## src/rtl/opb_register_simulink2ppc_snap_if.sv

```systemverilog
// OPB slave-side bus bundle for the simulink2ppc snapshot register.
// Vectors keep the OPB big-endian numbering: index 0 is the most significant bit.
interface opb_register_simulink2ppc_snap_if;
    logic [0:31] OPB_ABus;
    logic [0:3]  OPB_BE;
    logic [0:31] OPB_DBus;
    logic        OPB_RNW;
    logic        OPB_select;
    logic        OPB_seqAddr;
    logic [0:31] Sl_DBus;
    logic        Sl_errAck;
    logic        Sl_retry;
    logic        Sl_toutSup;
    logic        Sl_xferAck;

    modport master (
        output OPB_ABus, OPB_BE, OPB_DBus, OPB_RNW, OPB_select, OPB_seqAddr,
        input  Sl_DBus, Sl_errAck, Sl_retry, Sl_toutSup, Sl_xferAck
    );

    modport slave (
        input  OPB_ABus, OPB_BE, OPB_DBus, OPB_RNW, OPB_select, OPB_seqAddr,
        output Sl_DBus, Sl_errAck, Sl_retry, Sl_toutSup, Sl_xferAck
    );
endinterface

```

## src/rtl/opb_register_simulink2ppc_snap.sv

```systemverilog
// Fabric-to-PowerPC snapshot register: captures user words on a valid strobe and
// exposes the last word plus fresh/overrun/freeze/count status over OPB.
module opb_register_simulink2ppc_snap #(
    parameter logic [31:0] C_BASEADDR   = 32'h01000400,
    parameter logic [31:0] C_HIGHADDR   = 32'h010004FF,
    parameter int unsigned C_OPB_AWIDTH = 32,
    parameter int unsigned C_OPB_DWIDTH = 32
) (
    input  logic                                   OPB_Clk,
    input  logic                                   OPB_Rst_n,
    opb_register_simulink2ppc_snap_if.slave        opb,
    input  logic [31:0]                            user_data_in,
    input  logic                                   user_data_valid
);

    if (C_OPB_DWIDTH != 32 || C_OPB_AWIDTH != 32) begin : g_width_check
        $error("opb_register_simulink2ppc_snap supports only 32-bit OPB");
    end

    typedef enum logic [1:0] {StIdle, StAck, StGap} state_e;

    // Reset asserts asynchronously but is released on a clock edge.
    logic [1:0] rst_sync_q;
    logic       rst_n;

    always_ff @(posedge OPB_Clk or negedge OPB_Rst_n) begin
        if (!OPB_Rst_n) begin
            rst_sync_q <= '0;
        end else begin
            rst_sync_q <= {rst_sync_q[0], 1'b1};
        end
    end

    assign rst_n = rst_sync_q[1];

    state_e      state_q, state_d;
    logic        wsel_q, rnw_q, be3_q, wclr_q, wfrz_q;
    logic [31:0] hold_q, hold_d;
    logic [15:0] count_q, count_d;
    logic        fresh_q, fresh_d;
    logic        overrun_q, overrun_d;
    logic        freeze_q, freeze_d;

    logic        in_window, hit, ack;
    logic        capture, data_rd_ack, status_wr;
    logic [31:0] status_word;

    assign in_window = (opb.OPB_ABus >= C_BASEADDR) && (opb.OPB_ABus <= C_HIGHADDR);
    assign hit       = opb.OPB_select && in_window && (state_q == StIdle);
    assign ack       = (state_q == StAck);

    assign capture     = user_data_valid && !freeze_q;
    assign data_rd_ack = ack && rnw_q && !wsel_q;
    assign status_wr   = ack && !rnw_q && wsel_q && be3_q;
    assign status_word = {count_q, 13'b0, freeze_q, overrun_q, fresh_q};

    always_comb begin
        state_d = state_q;
        unique case (state_q)
            StIdle:  if (hit) state_d = StAck;
            StAck:   state_d = StGap;
            StGap:   state_d = StIdle;
            default: state_d = StIdle;
        endcase
    end

    always_comb begin
        hold_d    = hold_q;
        count_d   = count_q;
        fresh_d   = fresh_q;
        overrun_d = overrun_q;
        freeze_d  = freeze_q;

        if (capture) begin
            hold_d  = user_data_in;
            count_d = count_q + 16'd1;
        end

        // A capture always wins over the clear sources for fresh.
        if (capture) begin
            fresh_d = 1'b1;
        end else if ((status_wr && wclr_q) || data_rd_ack) begin
            fresh_d = 1'b0;
        end

        if (status_wr && wclr_q) begin
            overrun_d = 1'b0;
        end else if (capture && fresh_q && !data_rd_ack) begin
            overrun_d = 1'b1;
        end

        if (status_wr) begin
            freeze_d = wfrz_q;
        end
    end

    always_ff @(posedge OPB_Clk or negedge rst_n) begin
        if (!rst_n) begin
            state_q   <= StIdle;
            wsel_q    <= 1'b0;
            rnw_q     <= 1'b0;
            be3_q     <= 1'b0;
            wclr_q    <= 1'b0;
            wfrz_q    <= 1'b0;
            hold_q    <= '0;
            count_q   <= '0;
            fresh_q   <= 1'b0;
            overrun_q <= 1'b0;
            freeze_q  <= 1'b0;
        end else begin
            state_q   <= state_d;
            hold_q    <= hold_d;
            count_q   <= count_d;
            fresh_q   <= fresh_d;
            overrun_q <= overrun_d;
            freeze_q  <= freeze_d;
            if (hit) begin
                wsel_q <= opb.OPB_ABus[29];
                rnw_q  <= opb.OPB_RNW;
                be3_q  <= opb.OPB_BE[3];
                wclr_q <= opb.OPB_DBus[31];
                wfrz_q <= opb.OPB_DBus[29];
            end
        end
    end

    // Data bus is ORed with other slaves, so it must be zero except on a read ack.
    always_comb begin
        opb.Sl_xferAck = ack;
        opb.Sl_DBus    = '0;
        if (ack && rnw_q) begin
            opb.Sl_DBus = wsel_q ? status_word : hold_q;
        end
    end

    assign opb.Sl_errAck  = 1'b0;
    assign opb.Sl_retry   = 1'b0;
    assign opb.Sl_toutSup = 1'b0;

    logic unused_bits;
    assign unused_bits = ^{opb.OPB_seqAddr, opb.OPB_DBus[0:28], opb.OPB_DBus[30],
                           opb.OPB_BE[0:2]};

endmodule

```

## src/flat_wrapper.sv

```systemverilog
// flat-port wrapper written by rule: the top's interface ports become plain ports
module opb_register_simulink2ppc_snap_flat 
#(
    parameter logic [31:0] C_BASEADDR   = 32'h01000400,
    parameter logic [31:0] C_HIGHADDR   = 32'h010004FF,
    parameter int unsigned C_OPB_AWIDTH = 32,
    parameter int unsigned C_OPB_DWIDTH = 32
)
  (OPB_Clk, OPB_Rst_n, user_data_in, user_data_valid, opb_OPB_ABus, opb_OPB_BE, opb_OPB_DBus, opb_OPB_RNW, opb_OPB_select, opb_OPB_seqAddr, opb_Sl_DBus, opb_Sl_errAck, opb_Sl_retry, opb_Sl_toutSup, opb_Sl_xferAck);
  opb_register_simulink2ppc_snap_if opb_i ();
  input  logic OPB_Clk;
  input  logic OPB_Rst_n;
  input  logic [31:0] user_data_in;
  input  logic user_data_valid;
  input wire logic [$bits(opb_i.OPB_ABus)-1:0] opb_OPB_ABus;
  input wire logic [$bits(opb_i.OPB_BE)-1:0] opb_OPB_BE;
  input wire logic [$bits(opb_i.OPB_DBus)-1:0] opb_OPB_DBus;
  input wire logic [$bits(opb_i.OPB_RNW)-1:0] opb_OPB_RNW;
  input wire logic [$bits(opb_i.OPB_select)-1:0] opb_OPB_select;
  input wire logic [$bits(opb_i.OPB_seqAddr)-1:0] opb_OPB_seqAddr;
  output wire logic [$bits(opb_i.Sl_DBus)-1:0] opb_Sl_DBus;
  output wire logic [$bits(opb_i.Sl_errAck)-1:0] opb_Sl_errAck;
  output wire logic [$bits(opb_i.Sl_retry)-1:0] opb_Sl_retry;
  output wire logic [$bits(opb_i.Sl_toutSup)-1:0] opb_Sl_toutSup;
  output wire logic [$bits(opb_i.Sl_xferAck)-1:0] opb_Sl_xferAck;
  assign opb_i.OPB_ABus = opb_OPB_ABus;
  assign opb_i.OPB_BE = opb_OPB_BE;
  assign opb_i.OPB_DBus = opb_OPB_DBus;
  assign opb_i.OPB_RNW = opb_OPB_RNW;
  assign opb_i.OPB_select = opb_OPB_select;
  assign opb_i.OPB_seqAddr = opb_OPB_seqAddr;
  assign opb_Sl_DBus = opb_i.Sl_DBus;
  assign opb_Sl_errAck = opb_i.Sl_errAck;
  assign opb_Sl_retry = opb_i.Sl_retry;
  assign opb_Sl_toutSup = opb_i.Sl_toutSup;
  assign opb_Sl_xferAck = opb_i.Sl_xferAck;
  opb_register_simulink2ppc_snap #(.C_BASEADDR(C_BASEADDR), .C_HIGHADDR(C_HIGHADDR), .C_OPB_AWIDTH(C_OPB_AWIDTH), .C_OPB_DWIDTH(C_OPB_DWIDTH)) u_core (.OPB_Clk(OPB_Clk), .OPB_Rst_n(OPB_Rst_n), .opb(opb_i), .user_data_in(user_data_in), .user_data_valid(user_data_valid));
endmodule
```

## config.mk

```make
export PLATFORM = sky130hd
export DESIGN_NAME = opb_register_simulink2ppc_snap_flat
export DESIGN_NICKNAME = d
export VERILOG_FILES = /design/src/rtl/opb_register_simulink2ppc_snap_if.sv /design/src/rtl/opb_register_simulink2ppc_snap.sv /design/src/flat_wrapper.sv
export SDC_FILE = /design/constraint.sdc
export NUM_CORES = 1
export LEC_CHECK = 0
export CORE_UTILIZATION = 35
export DETAILED_ROUTE_END_ITERATION = 8
export MAX_ROUTING_LAYER = met4
export PLACE_DENSITY = 0.74
export SYNTH_ARGS = -nofsm -noshare
export SYNTH_HDL_FRONTEND = slang
export SYNTH_SLANG_ARGS = --single-unit
export TNS_END_PERCENT = 5
```

## constraint.sdc

```tcl
create_clock -name OPB_Clk -period 1.8 [get_ports OPB_Clk]
set_clock_uncertainty 0.15 [all_clocks]
set_input_delay 0.18 -clock OPB_Clk [delete_from_list [all_inputs] [get_ports OPB_Clk]]
set_output_delay 0.18 -clock OPB_Clk [all_outputs]
set_load 0.05 [all_outputs]
```

**Run 1: M1 wires**

Drawn at 4 px/µm. Cells faint in the background.
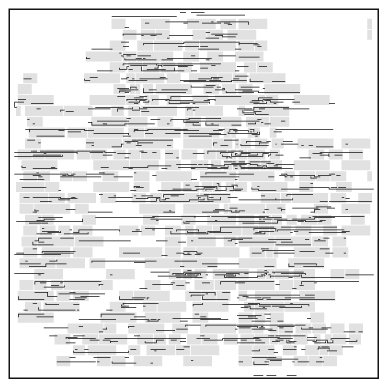
main direction = horizontal
longest straight run = 24.8 µm

**Run 1: metal 2**

Drawn at 4 px/µm.
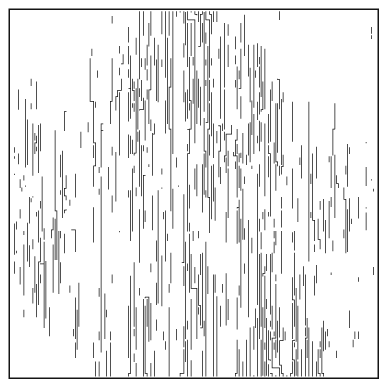
share of all routed wire = 52%
wire length on this layer = 3590 µm
nets with wire on the layer = 380
longest straight run = 43.9 µm

**Run 1: the metal 3 layer**

Drawn at 3 px/µm. Cells faint in the background.
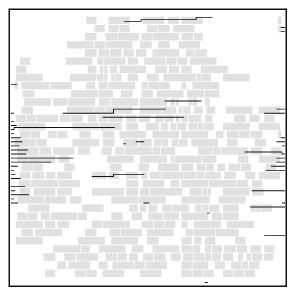
share of all routed wire = 4.6%
main direction = horizontal
nets with wire on the layer = 42

**Run 1: ports around the boundary**

Drawn at 4 px/µm. Pins as bars across the die edge, other pins in grey.
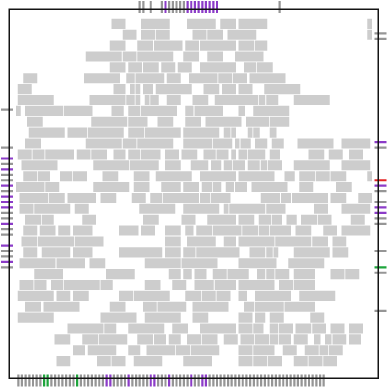
purple -> opb_Sl_DBus  # pins 32, direction output, edge 10 top, 9 bottom, 9 left, 4 right
red -> opb_Sl_toutSup  # pins 1, direction output, edge right
green -> opb_OPB_BE  # pins 4, direction input, edge 3 bottom, 1 right
all pins by edge = 84 bottom, 22 left, 20 top, 16 right

==> flow_metrics.tcl, run 1 <==
# collected from the flow reports
set metrics [dict create \
    status "finished, violations left" \
    violations "negative setup slack" \
    ys_sh_simple 0.153 \
    slew_violations 0 \
    syn_area_per_cell_um2 12.3 \
    drtIter0Drc 51 \
    placed_cell_area_um2 4370 \
    power_sequential_w 0.00159 \
    grtUsageMet1 0.214 \
    numSynthFlops 60 \
    yosys-stat-cells 229 \
    setup_viol 33 \
    grt.met3_usage 0.0514 \
    logic_area_um2 1470 \
    largest_reg_flops 32 \
    chipArea_um2 8440 \
    largestPowerGroup "sequential cells" \
    antennaDiodeCount 0 \
    reg_top3 "u_core.hold_q x32, u_core.count_q x16" \
    io_pins 142 \
    setup_slack_ns -0.172 \
    clock_area_frac 0.0511 \
    critPathMaxFanout 7 \
    top_layer "met4" \
    critPathBufInv 2 \
    cts_buffers 9 \
    whs_ns 0.112 \
    port_buffers 97 \
    finalClockPeriodUsage 1.10 \
    core_um2 7770 \
    cts_sinks 60 \
    yosys.area.top_type_share 0.531 \
    xor_share 0.0465 \
    reg2reg_to "u_core.overrun_q" \
    drt-wirelength-per-cell_um 15.0 \
    die_w_um 91.9 \
    layout.cells.most_common "clkdlybuf4s50_1" \
]
==> run 1 -> run 2 <==
--- a/config.mk
+++ b/config.mk
@@ -5,10 +5,11 @@
 export SDC_FILE = /design/constraint.sdc
 export NUM_CORES = 1
 export LEC_CHECK = 0
-export CORE_UTILIZATION = 35
+export CORE_UTILIZATION = 36
 export DETAILED_ROUTE_END_ITERATION = 8
 export MAX_ROUTING_LAYER = met4
-export PLACE_DENSITY = 0.74
+export PLACE_DENSITY = 0.76
+export SLEW_MARGIN = 20
 export SYNTH_ARGS = -nofsm -noshare
 export SYNTH_HDL_FRONTEND = slang
 export SYNTH_SLANG_ARGS = --single-unit
**Run 2: M1 wires**

Drawn at 4 px/µm. Cells faint in the background.
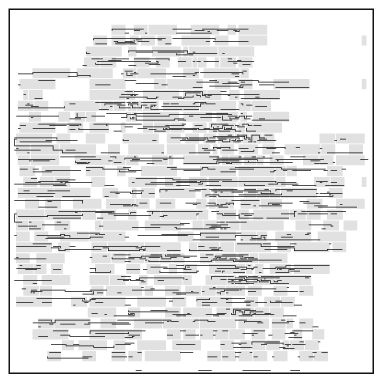
main direction = horizontal
share of all routed wire = 41%
longest straight run = 28.5 µm
nets with wire on the layer = 363

**Run 2: routing congestion map**

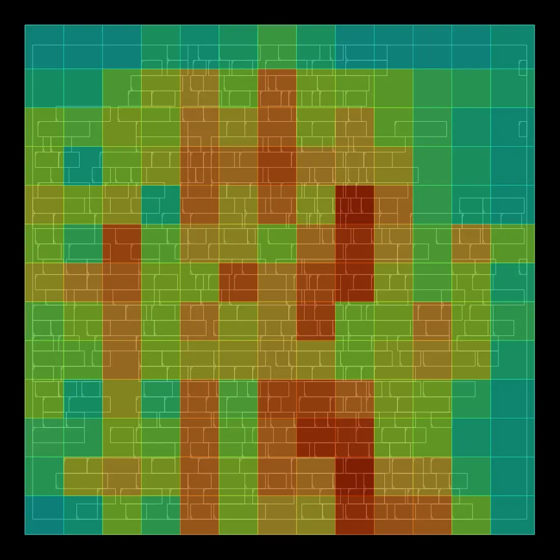
total global-route track usage: 0.189
M1 GR Usage: 0.218
GR Layer Usage met3: 0.0387
gr busiest metal: met2

==> run 2 against run 1 <==
- the run still ends with negative setup slack left
- critical endpoint unchanged
- synthesized cell count did not move
- die area fell by 2.7%
- routed wire length rose by 3.6%
- maximum frequency fell by 2.2%
==> flow_metrics.tcl, run 2 <==
# collected from the flow reports
set metrics [dict create \
    chipArea_um2 8210 \
    yosys-stat-cells 229 \
    yosys.area.top_type_share 0.531 \
    reg2reg_to "u_core.wfrz_q" \
    drtIter0Drc 56 \
    io_pins 142 \
    setup_slack_ns -0.217 \
    syn_area_per_cell_um2 12.3 \
    status "finished, violations left" \
    xor_share 0.0465 \
    cts_buffers 9 \
    power_sequential_w 0.00161 \
    drt-wirelength-per-cell_um 15.7 \
    largest_reg_flops 32 \
    layout.cells.most_common "clkdlybuf4s50_1" \
    die_w_um 90.6 \
    numSynthFlops 60 \
    critPathBufInv 2 \
    critPathMaxFanout 7 \
    cts_sinks 60 \
    largestPowerGroup "sequential cells" \
    violations "negative setup slack" \
    top_layer "met4" \
    reg_top3 "u_core.hold_q x32, u_core.count_q x16" \
    setup_viol 32 \
    finalClockPeriodUsage 1.12 \
    whs_ns 0.126 \
    slew_violations 0 \
    antennaDiodeCount 0 \
]
**Run 2: metal 2**

Drawn at 4 px/µm.
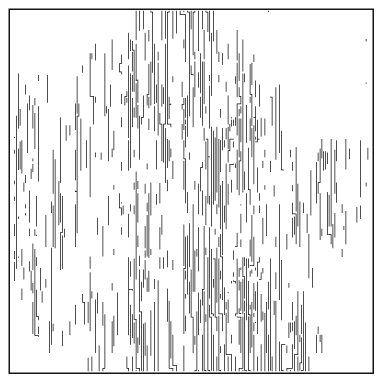
wire length on this layer = 3740 µm
longest straight run = 38.1 µm
main direction = vertical
nets with wire on the layer = 385
share of all routed wire = 53%

